Fig. 1: sequential cells colored by netlist name
Other sequential cells in the stronger gray, the rest of the logic in the fainter gray.
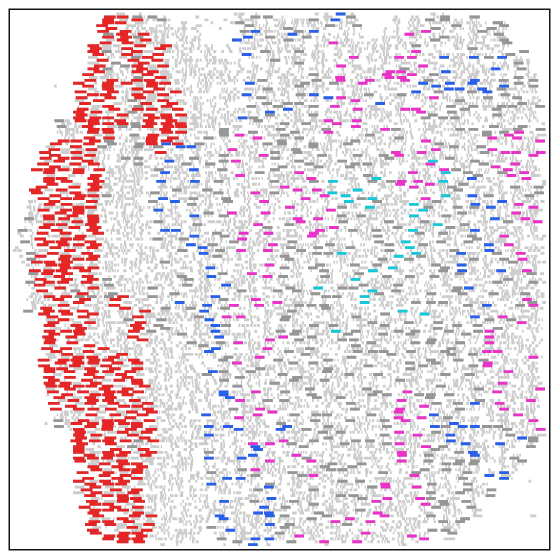
Fig. 2: pin placement
Pins as bars across the die edge, other pins in gray.
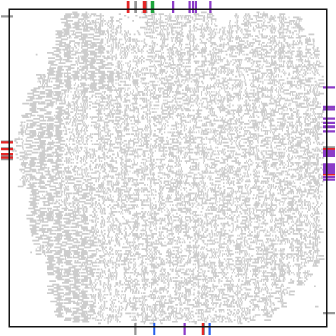
Fig. 3: clock routing
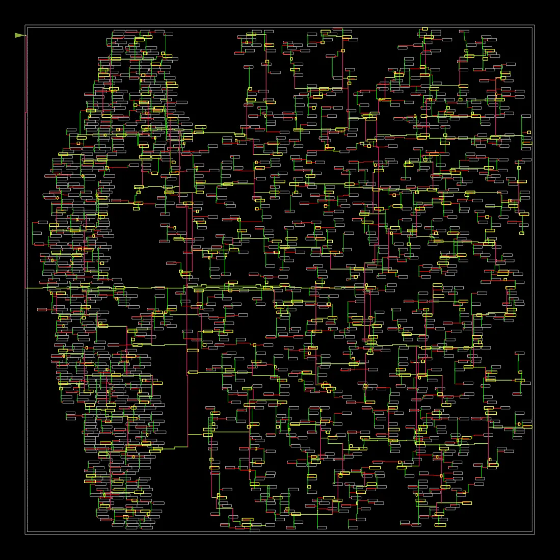
Fig. 4: wiring by layer
Bar = 200 microns.
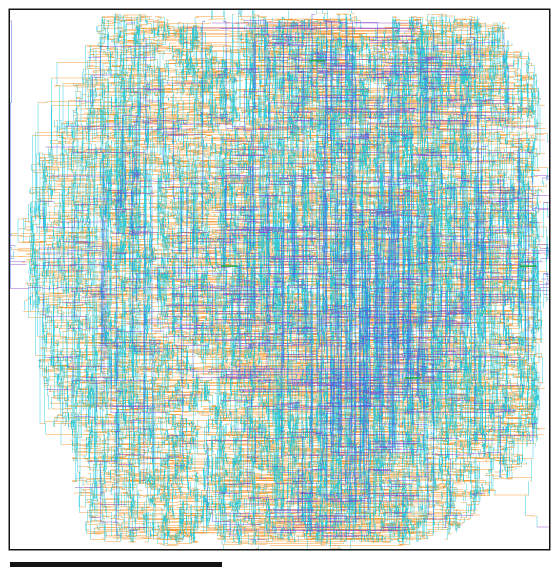
`config.mk`:
```
export PLATFORM = sky130hd
export DESIGN_NAME = fusion_latency_monitor_flat
export DESIGN_NICKNAME = d
export VERILOG_FILES = /design/src/rtl/fusion_latency_monitor_if.sv /design/src/rtl/fusion_latency_monitor.sv /design/src/flat_wrapper.sv
export SDC_FILE = /design/constraint.sdc
export NUM_CORES = 2
export LEC_CHECK = 0
export CELL_PAD_IN_SITES_DETAIL_PLACEMENT = 1
export CELL_PAD_IN_SITES_GLOBAL_PLACEMENT = 1
export CORE_MARGIN = 2
export CORE_UTILIZATION = 35
export CTS_CLUSTER_DIAMETER = 50
export DETAILED_ROUTE_END_ITERATION = 7
export GPL_ROUTABILITY_DRIVEN = 0
export PLACE_DENSITY_LB_ADDON = 0.1
export SLEW_MARGIN = 10
export SYNTH_ARGS = -nofsm -noshare
export SYNTH_HDL_FRONTEND = slang
export SYNTH_SLANG_ARGS = --single-unit
export TNS_END_PERCENT = 1
```
`constraint.sdc`:
```
create_clock -name clk -period 8 [get_ports clk]
set_input_delay 1.6 -clock clk [delete_from_list [all_inputs] [get_ports clk]]
set_output_delay 1.6 -clock clk [all_outputs]
set_load 0.02 [all_outputs]
```
`src/rtl/fusion_latency_monitor_if.sv`:
```
// Control strobes and statistics read port of the fusion latency monitor.
// The master side drives the strobes and read requests; the monitor is the slave.
interface fusion_latency_monitor_if #(
    parameter int unsigned N_CH = 4
);
    localparam int unsigned RD_W = (N_CH > 1) ? $clog2(N_CH) : 1;

    logic                mon_en;
    logic                clear_stats;
    logic [N_CH-1:0]     ch_start;
    logic [N_CH-1:0]     ch_stop;
    logic                rd_en;
    logic [RD_W-1:0]     rd_ch;
    logic [2:0]          rd_sel;
    logic [31:0]         rd_data;
    logic                rd_valid;
    logic [3*N_CH-1:0]   err_flags;
    logic                any_err;

    modport master (
        output mon_en, clear_stats, ch_start, ch_stop, rd_en, rd_ch, rd_sel,
        input  rd_data, rd_valid, err_flags, any_err
    );

    modport slave (
        input  mon_en, clear_stats, ch_start, ch_stop, rd_en, rd_ch, rd_sel,
        output rd_data, rd_valid, err_flags, any_err
    );
endinterface

```
`src/rtl/fusion_latency_monitor.sv`:
```
// Per-channel latency monitor: timestamps starts into a FIFO, matches stops in order,
// and keeps last/min/max/sum/count, timeout count and sticky error flags per channel.
module fusion_latency_monitor #(
    parameter int unsigned N_CH        = 4,
    parameter int unsigned DEPTH       = 4,
    parameter int unsigned CNT_W       = 32,
    parameter int unsigned SUM_W       = 48,
    parameter int unsigned TIMEOUT_CYC = 1000
) (
    input  logic                    clk,
    input  logic                    rst_n,
    fusion_latency_monitor_if.slave bus
);
    localparam int unsigned AW     = $clog2(DEPTH);
    localparam int unsigned OCC_W  = AW + 1;
    localparam int unsigned RD_W   = (N_CH > 1) ? $clog2(N_CH) : 1;
    localparam int unsigned CMP_W  = (CNT_W > 32) ? CNT_W : 32;
    localparam int unsigned SUMX_W = (SUM_W > 64) ? SUM_W : 64;
    localparam int unsigned SUM1_W = SUM_W + 1;

    // Registered state
    logic [CNT_W-1:0]  ts_q;
    logic [CNT_W-1:0]  mem_q  [N_CH][DEPTH];
    logic [AW-1:0]     rptr_q [N_CH];
    logic [AW-1:0]     wptr_q [N_CH];
    logic [OCC_W-1:0]  occ_q  [N_CH];
    logic [CNT_W-1:0]  last_q [N_CH];
    logic [CNT_W-1:0]  min_q  [N_CH];
    logic [CNT_W-1:0]  max_q  [N_CH];
    logic [SUM_W-1:0]  sum_q  [N_CH];
    logic [31:0]       cnt_q  [N_CH];
    logic [31:0]       tmo_q  [N_CH];
    logic [3*N_CH-1:0] err_q;
    logic              any_err_q;
    logic [31:0]       rd_data_q;
    logic              rd_valid_q;

    // Next-state values
    logic [AW-1:0]     rptr_n [N_CH];
    logic [AW-1:0]     wptr_n [N_CH];
    logic [OCC_W-1:0]  occ_n  [N_CH];
    logic [CNT_W-1:0]  last_n [N_CH];
    logic [CNT_W-1:0]  min_n  [N_CH];
    logic [CNT_W-1:0]  max_n  [N_CH];
    logic [SUM_W-1:0]  sum_n  [N_CH];
    logic [31:0]       cnt_n  [N_CH];
    logic [31:0]       tmo_n  [N_CH];
    logic [3*N_CH-1:0] err_n;

    // Per-channel event decode
    logic [CNT_W-1:0]  lat    [N_CH];
    logic [SUM1_W-1:0] sumx   [N_CH];
    logic [N_CH-1:0]   empty, full, stop_v, start_v;
    logic [N_CH-1:0]   smp, udf, ovf, tmo, push, pop;
    logic [31:0]       rd_word;

    // Events are decoded against the FIFO state at the start of the cycle.
    always_comb begin
        for (int c = 0; c < N_CH; c++) begin
            lat[c]     = ts_q - mem_q[c][rptr_q[c]];
            empty[c]   = (occ_q[c] == '0);
            full[c]    = (occ_q[c] == OCC_W'(DEPTH));
            stop_v[c]  = bus.mon_en & bus.ch_stop[c];
            start_v[c] = bus.mon_en & bus.ch_start[c];
            smp[c]     = stop_v[c] & ~empty[c];
            udf[c]     = stop_v[c] & empty[c];
            tmo[c]     = bus.mon_en & ~empty[c] & ~bus.ch_stop[c]
                         & (CMP_W'(lat[c]) >= CMP_W'(TIMEOUT_CYC));
            // A same-cycle stop frees the head slot, so a full FIFO still accepts the start.
            ovf[c]     = start_v[c] & full[c] & ~stop_v[c];
            push[c]    = start_v[c] & ~ovf[c] & ~bus.clear_stats;
            pop[c]     = smp[c] | tmo[c];
            sumx[c]    = {1'b0, sum_q[c]} + SUM1_W'(lat[c]);
        end
    end

    // Statistics and FIFO pointer next state; clear_stats overrides every event.
    always_comb begin
        err_n = err_q;
        for (int c = 0; c < N_CH; c++) begin
            rptr_n[c] = rptr_q[c];
            wptr_n[c] = wptr_q[c];
            occ_n[c]  = occ_q[c];
            last_n[c] = last_q[c];
            min_n[c]  = min_q[c];
            max_n[c]  = max_q[c];
            sum_n[c]  = sum_q[c];
            cnt_n[c]  = cnt_q[c];
            tmo_n[c]  = tmo_q[c];
            if (bus.clear_stats) begin
                rptr_n[c]          = '0;
                wptr_n[c]          = '0;
                occ_n[c]           = '0;
                last_n[c]          = '0;
                min_n[c]           = '1;
                max_n[c]           = '0;
                sum_n[c]           = '0;
                cnt_n[c]           = '0;
                tmo_n[c]           = '0;
                err_n[3*c +: 3]    = 3'b000;
            end else begin
                if (pop[c])  rptr_n[c] = rptr_q[c] + AW'(1);
                if (push[c]) wptr_n[c] = wptr_q[c] + AW'(1);
                occ_n[c] = occ_q[c] + OCC_W'(push[c]) - OCC_W'(pop[c]);
                if (smp[c]) begin
                    last_n[c] = lat[c];
                    if (lat[c] < min_q[c]) min_n[c] = lat[c];
                    if (lat[c] > max_q[c]) max_n[c] = lat[c];
                    sum_n[c] = sumx[c][SUM_W] ? '1 : sumx[c][SUM_W-1:0];
                    if (cnt_q[c] != 32'hFFFF_FFFF) cnt_n[c] = cnt_q[c] + 32'd1;
                end
                if (tmo[c] && (tmo_q[c] != 32'hFFFF_FFFF)) tmo_n[c] = tmo_q[c] + 32'd1;
                err_n[3*c +: 3] = err_q[3*c +: 3] | {tmo[c], udf[c], ovf[c]};
            end
        end
    end

    // Read mux sees next-state stats so a read includes same-cycle updates.
    always_comb begin
        rd_word = '0;
        for (int c = 0; c < N_CH; c++) begin
            if (RD_W'(c) == bus.rd_ch) begin
                case (bus.rd_sel)
                    3'd0:    rd_word = 32'(last_n[c]);
                    3'd1:    rd_word = 32'(min_n[c]);
                    3'd2:    rd_word = 32'(max_n[c]);
                    3'd3:    rd_word = cnt_n[c];
                    3'd4:    rd_word = 32'(sum_n[c]);
                    3'd5:    rd_word = 32'(SUMX_W'(sum_n[c]) >> 32);
                    3'd6:    rd_word = tmo_n[c];
                    default: rd_word = 32'(occ_n[c]);
                endcase
            end
        end
    end

    // Timestamp storage carries no reset; occupancy defines which entries are live.
    always_ff @(posedge clk) begin
        for (int c = 0; c < N_CH; c++) begin
            if (push[c]) mem_q[c][wptr_q[c]] <= ts_q;
        end
    end

    always_ff @(posedge clk or negedge rst_n) begin
        if (!rst_n) begin
            ts_q       <= '0;
            err_q      <= '0;
            any_err_q  <= 1'b0;
            rd_data_q  <= '0;
            rd_valid_q <= 1'b0;
            for (int c = 0; c < N_CH; c++) begin
                rptr_q[c] <= '0;
                wptr_q[c] <= '0;
                occ_q[c]  <= '0;
                last_q[c] <= '0;
                min_q[c]  <= '1;
                max_q[c]  <= '0;
                sum_q[c]  <= '0;
                cnt_q[c]  <= '0;
                tmo_q[c]  <= '0;
            end
        end else begin
            ts_q       <= ts_q + CNT_W'(1);
            err_q      <= err_n;
            any_err_q  <= |err_n;
            rd_valid_q <= bus.rd_en;
            if (bus.rd_en) rd_data_q <= rd_word;
            for (int c = 0; c < N_CH; c++) begin
                rptr_q[c] <= rptr_n[c];
                wptr_q[c] <= wptr_n[c];
                occ_q[c]  <= occ_n[c];
                last_q[c] <= last_n[c];
                min_q[c]  <= min_n[c];
                max_q[c]  <= max_n[c];
                sum_q[c]  <= sum_n[c];
                cnt_q[c]  <= cnt_n[c];
                tmo_q[c]  <= tmo_n[c];
            end
        end
    end

    assign bus.rd_data   = rd_data_q;
    assign bus.rd_valid  = rd_valid_q;
    assign bus.err_flags = err_q;
    assign bus.any_err   = any_err_q;
endmodule
```
`src/flat_wrapper.sv`:
```
// flat-port wrapper written by rule: the top's interface ports become plain ports
module fusion_latency_monitor_flat 
#(
    parameter int unsigned N_CH        = 4,
    parameter int unsigned DEPTH       = 4,
    parameter int unsigned CNT_W       = 32,
    parameter int unsigned SUM_W       = 48,
    parameter int unsigned TIMEOUT_CYC = 1000
)
  (clk, rst_n, bus_mon_en, bus_clear_stats, bus_ch_start, bus_ch_stop, bus_rd_en, bus_rd_ch, bus_rd_sel, bus_rd_data, bus_rd_valid, bus_err_flags, bus_any_err);
  fusion_latency_monitor_if #(.N_CH(N_CH)) bus_i ();
  input  logic clk;
  input  logic rst_n;
  input wire logic [$bits(bus_i.mon_en)-1:0] bus_mon_en;
  input wire logic [$bits(bus_i.clear_stats)-1:0] bus_clear_stats;
  input wire logic [$bits(bus_i.ch_start)-1:0] bus_ch_start;
  input wire logic [$bits(bus_i.ch_stop)-1:0] bus_ch_stop;
  input wire logic [$bits(bus_i.rd_en)-1:0] bus_rd_en;
  input wire logic [$bits(bus_i.rd_ch)-1:0] bus_rd_ch;
  input wire logic [$bits(bus_i.rd_sel)-1:0] bus_rd_sel;
  output wire logic [$bits(bus_i.rd_data)-1:0] bus_rd_data;
  output wire logic [$bits(bus_i.rd_valid)-1:0] bus_rd_valid;
  output wire logic [$bits(bus_i.err_flags)-1:0] bus_err_flags;
  output wire logic [$bits(bus_i.any_err)-1:0] bus_any_err;
  assign bus_i.mon_en = bus_mon_en;
  assign bus_i.clear_stats = bus_clear_stats;
  assign bus_i.ch_start = bus_ch_start;
  assign bus_i.ch_stop = bus_ch_stop;
  assign bus_i.rd_en = bus_rd_en;
  assign bus_i.rd_ch = bus_rd_ch;
  assign bus_i.rd_sel = bus_rd_sel;
  assign bus_rd_data = bus_i.rd_data;
  assign bus_rd_valid = bus_i.rd_valid;
  assign bus_err_flags = bus_i.err_flags;
  assign bus_any_err = bus_i.any_err;
  fusion_latency_monitor #(.N_CH(N_CH), .DEPTH(DEPTH), .CNT_W(CNT_W), .SUM_W(SUM_W), .TIMEOUT_CYC(TIMEOUT_CYC)) u_core (.clk(clk), .rst_n(rst_n), .bus(bus_i));
endmodule
```
==> results.py <==
# Metrics from the implementation run
metrics = {
    "run_status": {
        "status": "finished clean",
    },
    "critical_path": {
        "worst-setup-path-type": "reg -> reg",
        "slowest_stage": "dfrtp_2",
        "startpoint_type": "register",
        "worstPathArrival_ps": 8560,
        "path_buffers": 4,
        "worst-path-stages": 26,
        "crit_required_ps": 8770,
        "cpLargestDelayFamily": "AND-OR/OR-AND gates",
        "critPathMaxStageDelay_ps": 580,
        "cp-endpoint": "u_core.bus.rd_data[18]",
        "ff2ff_path_depth": 26,
        "r2r_setup_slack_ps": 210,
        "worstReg2RegStart": "u_core.rptr_q[0]",
    },
    "synth": {
        "fp_nets": 9823,
        "synth_chip_area_sq_um": 89000,
        "syn_area_sq_um": 89000,
        "synth-async-reset-ratio_pct": 64.7,
        "synthTopCellsByCount": "nor2_1 (995), nand2_1 (891), dfrtp_1 (810)",
        "mux_area_share_pct": 5.53,
        "ys_ff": 1450,
        "avgSynthCellArea_sq_um": 9.62,
        "syn_inst": 9255,
        "synthFlopType": "dfrtp_1",
        "yosys.area_share.aoi_pct": 17.3,
        "postSynthSeqShare_pct": 43.8,
        "edf_count": 512,
        "ys_warn_count": 0,
        "synth-simple-area-share_pct": 16.6,
        "synthAdderAreaFrac_pct": 7.83,
        "synthXorXnorAreaFrac_pct": 4.76,
        "netlist-cell-type-count": 108,
    },
    "route": {
        "route.detailed.drc": 0,
        "highest_layer": "met5",
        "routed-wl-met3_mm": 29.0,
        "drt-pass1-iter-count": 7,
        "drt_iter0_drc": 7708,
        "drt-met1-wl_mm": 185,
        "drt-total-wl_mm": 415,
        "routedWlPerCell_microns": 31.5,
    },
    "layout": {
        "n_all_buffers": 598,
        "clock_area_share_pct": 7.82,
        "layout_top_cell": "nor2_1",
        "fillers": 28300,
        "nNetsFinal": 10200,
        "finalNonFillerCells": 13200,
        "ff_count": 1450,
        "comb_area_sq_um": 46700,
        "design_area_sq_um": 105000,
        "final_cell_mix": "nor2_1 (982), nand2_1 (884), dfrtp_1 (804)",
        "logic_gate_count": 6808,
    },
    "global_routing": {
        "use_met1_pct": 44.6,
        "grt_use_met3_pct": 4.94,
        "grt_pass1_vias": 80000,
        "antenna_found_initial": 36,
        "busiest_layer": "met2",
        "grt_overflow": 0,
    },
    "clock_tree": {
        "clk_latency_ps": 920,
        "cts_made_buffers": 230,
        "cts_hold_buffers": 0,
        "cts_max_path_buffers": 3,
    },
    "power_and_ir_drop": {
        "peakVddDrop_mv": 0.244,
        "comb-power_w": 0.0104,
        "intPower_w": 0.0185,
        "cellLeakagePower_nw": 44.1,
        "swShare_pct": 38.0,
        "power.total_w": 0.0298,
        "switching_power_w": 0.0113,
    },
    "worst_hold_path": {
        "hold_start": "u_core.ts_q[0]",
        "hold_end": "u_core.ts_q[0]",
    },
    "timing": {
        "setup_slack_ps": 211,
        "min_period_ps": 7790,
        "timing.fmax_ghz": 0.128,
        "rsz0062_at_grt": "yes",
        "final_max_slew_viol_count": 0,
        "hold_viol": 0,
        "tightestPinTransition_ps": 1280,
        "max_slew_margin_pct": 14.3,
        "skew_ps": 60.6,
        "hold_ws_ps": 468,
    },
    "floorplan": {
        "nWellTaps": 3366,
        "chip_area_sq_um": 258000,
    },
    "placement": {
        "dp.cells": 12800,
        "dp_slack_ps": -153,
    },
}
Notes on Fig. 1 above:
Key: magenta = `u_core.sum_q` [placed flops 192]; red = `u_core.mem_q` [placed flops 512, where a column on the left]; blue = `u_core.max_q` [placed flops 128]; cyan = `u_core.bus.rd_data` [placed flops 32]
Another 586 sequential cells are not colored.
FF/Latch Area: 39000 sq um
final core occ: 41.5%
sequential cell area share: 37.1%
sequential logic power: 0.00870 W

Notes on Fig. 2 above:
Key: red = `bus_err_flags` [pins 12, direction output, edge 4 left, 4 top, 3 right, 1 bottom]; purple = `bus_rd_data` [pins 32, direction output, edge 26 right, 5 top, 1 bottom]; green = `bus_rd_sel` [pins 3, direction input, edge top]; blue = `bus_rd_ch` [pins 2, direction input, edge bottom]
vertical die size: 508 microns
die width: 508 microns
port buffer count: 63

Notes on Fig. 3 above:
clock buffers: 281
clock-net power: 0.0107 W

Notes on Fig. 4 above:
Key: blue = met4 [wire length 21.0 mm]; purple = met3 [wire length 29.0 mm]; green = met5 [wire length 55.2 microns]; orange = met1 [wire length 185 mm]; cyan = met2 [wire length 180 mm]
vias post-DR: 79600
Global Route Usage Sum: 31.5%

Power figures rest on the tool's default switching activity, not on a simulated workload.
